File: src/rtl/serdes_sched_pkg.sv
// Shared types and defaults for the SerDes TX lane scheduler.
// Also provides the slot-counter width helper.
package serdes_sched_pkg;

  typedef enum logic [1:0] {
    ST_IDLE = 2'd0,
    ST_HDR  = 2'd1,
    ST_SEND = 2'd2,
    ST_GAP  = 2'd3
  } sched_state_e;

  localparam int unsigned DEF_WORD_CYCLES = 16;
  localparam int unsigned DEF_GAP_CYCLES  = 7;
  localparam logic [15:0] DEF_HDR_WORD    = 16'hC5AF;

  // Wide enough to hold max(WORD_CYCLES, GAP_CYCLES).
  function automatic int unsigned cnt_width(input int unsigned w, input int unsigned g);
    int unsigned m;
    m = (w > g) ? w : g;
    return $clog2(m + 1);
  endfunction

endpackage

File: src/rtl/rr_arbiter.sv
// Combinational N-way round-robin arbiter: search starts at ptr+1 and wraps.
// Returns a one-hot grant, its index and an any-grant flag.
module rr_arbiter #(
  parameter int unsigned N  = 4,
  parameter int unsigned IW = (N > 1) ? $clog2(N) : 1
) (
  input  logic [N-1:0]  req_i,
  input  logic [IW-1:0] ptr_i,
  output logic [N-1:0]  grant_o,
  output logic [IW-1:0] idx_o,
  output logic          valid_o
);

  logic [IW-1:0] cand;

  always_comb begin
    grant_o = '0;
    idx_o   = '0;
    valid_o = 1'b0;
    cand    = '0;
    for (int unsigned off = 1; off <= N; off++) begin
      cand = IW'((32'(ptr_i) + off) % N);
      if (!valid_o && req_i[cand]) begin
        valid_o       = 1'b1;
        idx_o         = cand;
        grant_o[cand] = 1'b1;
      end
    end
  end

endmodule

File: src/rtl/serdes_tx_scheduler.sv
// Shares one 16-bit serializer lane between N_REQ requesters: grant, word slot, zero gap.
// Optional header slot before each word when SERDES_HDR_INSERT_EN is defined.
module serdes_tx_scheduler
  import serdes_sched_pkg::*;
#(
  parameter int unsigned N_REQ       = 4,
  parameter int unsigned WORD_CYCLES = DEF_WORD_CYCLES,
  parameter int unsigned GAP_CYCLES  = DEF_GAP_CYCLES,
  parameter logic [15:0] HDR_WORD    = DEF_HDR_WORD
) (
  input  logic                       CLK,
  input  logic                       RESET,
  input  logic                       ENABLE,
  input  logic [N_REQ-1:0]           REQ_VALID,
  input  logic [16*N_REQ-1:0]        REQ_DATA,
  output logic [N_REQ-1:0]           REQ_READY,
  output logic [15:0]                PAR_OUT,
  output logic                       SER_START,
  output logic [$clog2(N_REQ)-1:0]   GRANT_ID,
  output logic                       BUSY
);

  localparam int unsigned IDX_W = $clog2(N_REQ);
  localparam int unsigned CW    = cnt_width(WORD_CYCLES, GAP_CYCLES);
  localparam logic [CW-1:0] WORD_LOAD = CW'(WORD_CYCLES - 1);
  localparam logic [CW-1:0] GAP_LOAD  = (GAP_CYCLES > 0) ? CW'(GAP_CYCLES - 1) : '0;

  sched_state_e     state_q, state_d;
  logic [CW-1:0]    cnt_q, cnt_d;
  logic [15:0]      par_q, par_d;
  logic             start_q, start_d;
  logic [IDX_W-1:0] gid_q, gid_d;
  logic [IDX_W-1:0] ptr_q, ptr_d;
`ifdef SERDES_HDR_INSERT_EN
  logic [15:0]      hdr_buf_q, hdr_buf_d;
`endif

  logic [N_REQ-1:0] arb_grant;
  logic [IDX_W-1:0] arb_idx;
  logic             arb_valid;
  logic             win;
  logic             fire;
  logic [15:0]      req_words [N_REQ];

  rr_arbiter #(
    .N  (N_REQ),
    .IW (IDX_W)
  ) u_arb (
    .req_i   (REQ_VALID),
    .ptr_i   (ptr_q),
    .grant_o (arb_grant),
    .idx_o   (arb_idx),
    .valid_o (arb_valid)
  );

  always_comb begin
    for (int unsigned i = 0; i < N_REQ; i++) begin
      req_words[i] = REQ_DATA[16*i +: 16];
    end
  end

  always_comb begin
    state_d   = state_q;
    cnt_d     = cnt_q;
    par_d     = par_q;
    start_d   = 1'b0;
    gid_d     = gid_q;
    ptr_d     = ptr_q;
`ifdef SERDES_HDR_INSERT_EN
    hdr_buf_d = hdr_buf_q;
`endif

    win = 1'b0;
    case (state_q)
      ST_IDLE: win = 1'b1;
      ST_SEND: win = (cnt_q == '0) && (GAP_CYCLES == 0);
      ST_GAP:  win = (cnt_q == '0);
      default: win = 1'b0;
    endcase
    fire      = win && ENABLE && arb_valid;
    REQ_READY = fire ? arb_grant : '0;

    case (state_q)
      ST_IDLE: ;
      ST_SEND: begin
        if (cnt_q != '0) begin
          cnt_d = cnt_q - 1'b1;
        end else if (GAP_CYCLES > 0) begin
          state_d = ST_GAP;
          cnt_d   = GAP_LOAD;
          par_d   = '0;
        end else begin
          state_d = ST_IDLE;
          par_d   = '0;
        end
      end
      ST_GAP: begin
        if (cnt_q != '0) cnt_d = cnt_q - 1'b1;
        else             state_d = ST_IDLE;
      end
`ifdef SERDES_HDR_INSERT_EN
      ST_HDR: begin
        if (cnt_q != '0) begin
          cnt_d = cnt_q - 1'b1;
        end else begin
          state_d = ST_SEND;
          cnt_d   = WORD_LOAD;
          par_d   = hdr_buf_q;
          start_d = 1'b1;
        end
      end
`endif
      default: begin
        state_d = ST_IDLE;
        par_d   = '0;
      end
    endcase

    // An accept overrides the end-of-slot transition chosen above.
    if (fire) begin
      gid_d   = arb_idx;
      ptr_d   = arb_idx;
      start_d = 1'b1;
      cnt_d   = WORD_LOAD;
`ifdef SERDES_HDR_INSERT_EN
      state_d   = ST_HDR;
      par_d     = HDR_WORD;
      hdr_buf_d = req_words[arb_idx];
`else
      state_d   = ST_SEND;
      par_d     = req_words[arb_idx];
`endif
    end
  end

  always_ff @(posedge CLK) begin
    if (RESET) begin
      state_q   <= ST_IDLE;
      cnt_q     <= '0;
      par_q     <= '0;
      start_q   <= 1'b0;
      gid_q     <= '0;
      ptr_q     <= IDX_W'(N_REQ - 1);
`ifdef SERDES_HDR_INSERT_EN
      hdr_buf_q <= '0;
`endif
    end else begin
      state_q   <= state_d;
      cnt_q     <= cnt_d;
      par_q     <= par_d;
      start_q   <= start_d;
      gid_q     <= gid_d;
      ptr_q     <= ptr_d;
`ifdef SERDES_HDR_INSERT_EN
      hdr_buf_q <= hdr_buf_d;
`endif
    end
  end

  assign PAR_OUT   = par_q;
  assign SER_START = start_q;
  assign GRANT_ID  = gid_q;
  assign BUSY      = (state_q != ST_IDLE);

endmodule

File: config.mk
export PLATFORM = sky130hd
export DESIGN_NAME = serdes_tx_scheduler
export DESIGN_NICKNAME = d
export VERILOG_FILES = /design/src/rtl/serdes_sched_pkg.sv /design/src/rtl/rr_arbiter.sv /design/src/rtl/serdes_tx_scheduler.sv
export SDC_FILE = /design/constraint.sdc
export NUM_CORES = 1
export LEC_CHECK = 0
export CAP_MARGIN = 20
export CORE_ASPECT_RATIO = 0.75
export CORE_MARGIN = 5
export CORE_UTILIZATION = 30
export DETAILED_ROUTE_END_ITERATION = 7
export SLEW_MARGIN = 20
export SYNTH_ARGS = -nofsm -noshare
export SYNTH_HDL_FRONTEND = slang
export SYNTH_SLANG_ARGS = --single-unit
File: constraint.sdc
create_clock -name CLK -period 7.07 [get_ports CLK]
set_clock_uncertainty 0.1 [all_clocks]
set_input_delay 1.414 -clock CLK [delete_from_list [all_inputs] [get_ports CLK]]
set_output_delay 1.414 -clock CLK [all_outputs]
set_load 0.03 [all_outputs]
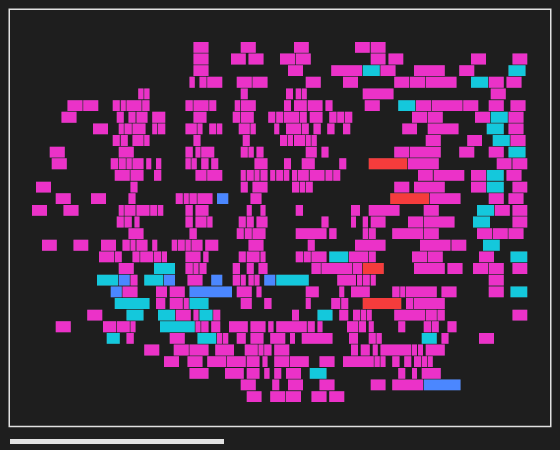
Figure 1: sizing map.
Scale bar: 50 µm.
color	size	cells	most used
red	x6 and larger	4	clkbuf_16
magenta	x1 and smaller	422	clkdlybuf4s50_1
cyan	x2	31	mux2_2
blue	x3 and x4	8	buf_4

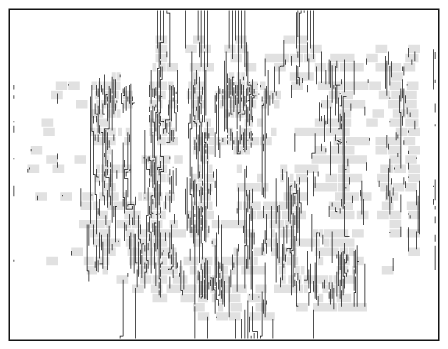
Figure 2: the metal 2 layer.
nets with wire on the layer	437
share of all routed wire	41%
total routed wirelength: 9820 µm
M2 GR Usage: 0.209
Via Count: 3268

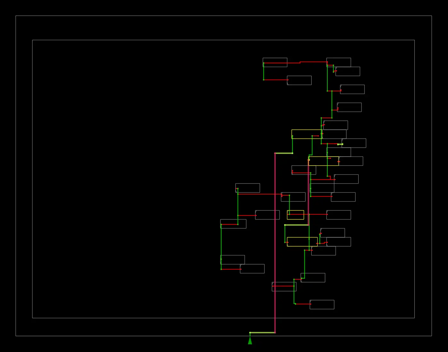
Figure 3: clock routing.
P_clk: 140 µW
flop count: 28
Clock Sink Count: 28
Skew-Pair Late Insertion Delay: 0.26 ns
clkbuf count: 4

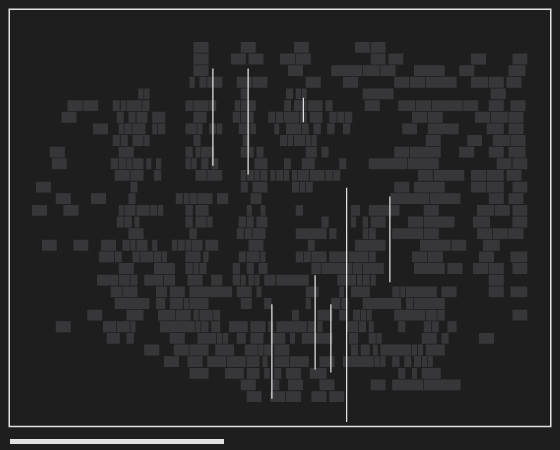
Figure 4: M4 wires.
Scale bar: 50 µm.
share of all routed wire	1.9%
longest straight run	54.4 µm
nets with wire on the layer	8
wire length on this layer	186 µm

==> results.sh <==
# yosys + openroad results
export IMPL_common_cells="nand3_1, nand2_1, o21ai_0, dfxtp_1"
export IMPL_drt_iter0_markers=306
export IMPL_whs_endpoint="GRANT_ID[1]$_SDFFE_PP0P_"
export IMPL_edf_count=0
export IMPL_wl_met3_um=791
export IMPL_maxPowerGroup="combinational logic"
export IMPL_synth_top_cell_area_share=0.185
export IMPL_antenna_found_initial=0
export IMPL_syn_cell_area_mm2=0.00304
export IMPL_synth_flops=28
export IMPL_finalWorstSetupSlack_ns=1.29
export IMPL_fin_setup_tns_ns=0
export IMPL_cp_slowest_stage_delay_ns=0.80
export IMPL_reg2regPathDepth=9
export IMPL_final_cells=597
export IMPL_finalHoldViolCount=0
export IMPL_fin_area_mm2=0.00409
export IMPL_p_per_area_mw_per_mm2=285
export IMPL_fin_util=0.418
export IMPL_ys_types=46
export IMPL_io_buffers=94
export IMPL_p_sw_uw=544
export IMPL_fin_total_pwr_mw=1.16
export IMPL_dpl_hpwl_um=7280
export IMPL_status="finished clean"
export IMPL_log_warning_count=36
export IMPL_finalCriticalPeriod_ns=5.78
export IMPL_rsz0062_at_grt="false"
export IMPL_syn_inst=402
export IMPL_gp_congestion=0.830
export IMPL_synth_area_leader_cell="dfxtp_1"
export IMPL_drt_met1_wl_um=4820
export IMPL_avgSynthCellArea_um2=7.55
export IMPL_crit_family="buffers and inverters"
export IMPL_combPwrFrac=0.679
export IMPL_grt_busiest_layer="met1"
export IMPL_ys_chip_area_mm2=0.00304
export IMPL_setup_viol=0
export IMPL_regToRegEndpoint="PAR_OUT[6]$_SDFFE_PP0P_"
export IMPL_fin_crit_sh=0.818
export IMPL_core_mm2=0.00977
export IMPL_antenna_cells=0
export IMPL_regArea_um2=562
export IMPL_maxSlewViolCount=0
export IMPL_pwr_share_seq=0.202
export IMPL_holdWs_ns=0.365
export IMPL_io_pins=95
export IMPL_area_growth_pct=34.6
export IMPL_routed_top_layer="met4"
export IMPL_dp_slack_ns=1.30
export IMPL_pg_comb_uw=790
export IMPL_p_int_uw=620
export IMPL_worstHoldStart="GRANT_ID[1]$_SDFFE_PP0P_"
export IMPL_drc_errors=0
export IMPL_final_common_cell="clkdlybuf4s50_1"
export IMPL_postCtsSetupBuffers=0
export IMPL_crit_path_start="REQ_VALID[2]"
export IMPL_critPathBufInv=2
export IMPL_slew_headroom=0.291
export IMPL_post_cts_resized=0
export IMPL_grt_max_degree=81
export IMPL_yosysSeqAreaShare=0.185
export IMPL_mostFrequentLayoutCells="clkdlybuf4s50_1, nand3_1, nand2_1, o21ai_0, dfxtp_1"
export IMPL_first_global_vias=3085
export IMPL_cpMostUsedCell="clkdlybuf4s50_1"
export IMPL_drive_gt1_frac=0.0925
export IMPL_rows=31
export IMPL_clk_pin_slew_ns=0.07
export IMPL_fp_util=0.311
export IMPL_cts_buffers=3
export IMPL_path_cells="clkdlybuf4s50_1 > mux4_2 > nor3_1 > and3_1 > nand2_1 > a21oi_1 > clkdlybuf4s50_1"
export IMPL_async_flop_share=0
export IMPL_critPathSlowestCell="mux4_2"
export IMPL_cts_tree="built"
export IMPL_fin_nets=550
## layout make-up
cell class	instances	share of cell area
well taps	132	0.0404
repair buffers	100	0.241
inverters	24	0.0220
multi-input cells	309	0.537
clock buffers	4	0.0217
flip-flops and latches	28	0.137
## cell families (layout without fill, tap and decap cells)
kind of cell,Yosys count,in the layout,share of synthesized area
AND-OR/OR-AND,118,118,0.281
adder cells (fa/ha/maj),13,13,0.0536
buffers and inverters,65,128,0.0944
flip-flops,28,28,0.185
multiplexers,48,48,0.176
AND/OR/NAND/NOR,130,130,0.211
## registers in the layout, summed over array words and instances (netlist names)
name and count:
GRANT_ID 2, PAR_OUT 16, SER_START 1, ptr_q 2
cnt_q 5, state_q 2
No activity file was given, so power comes from the tool's default toggle rates.
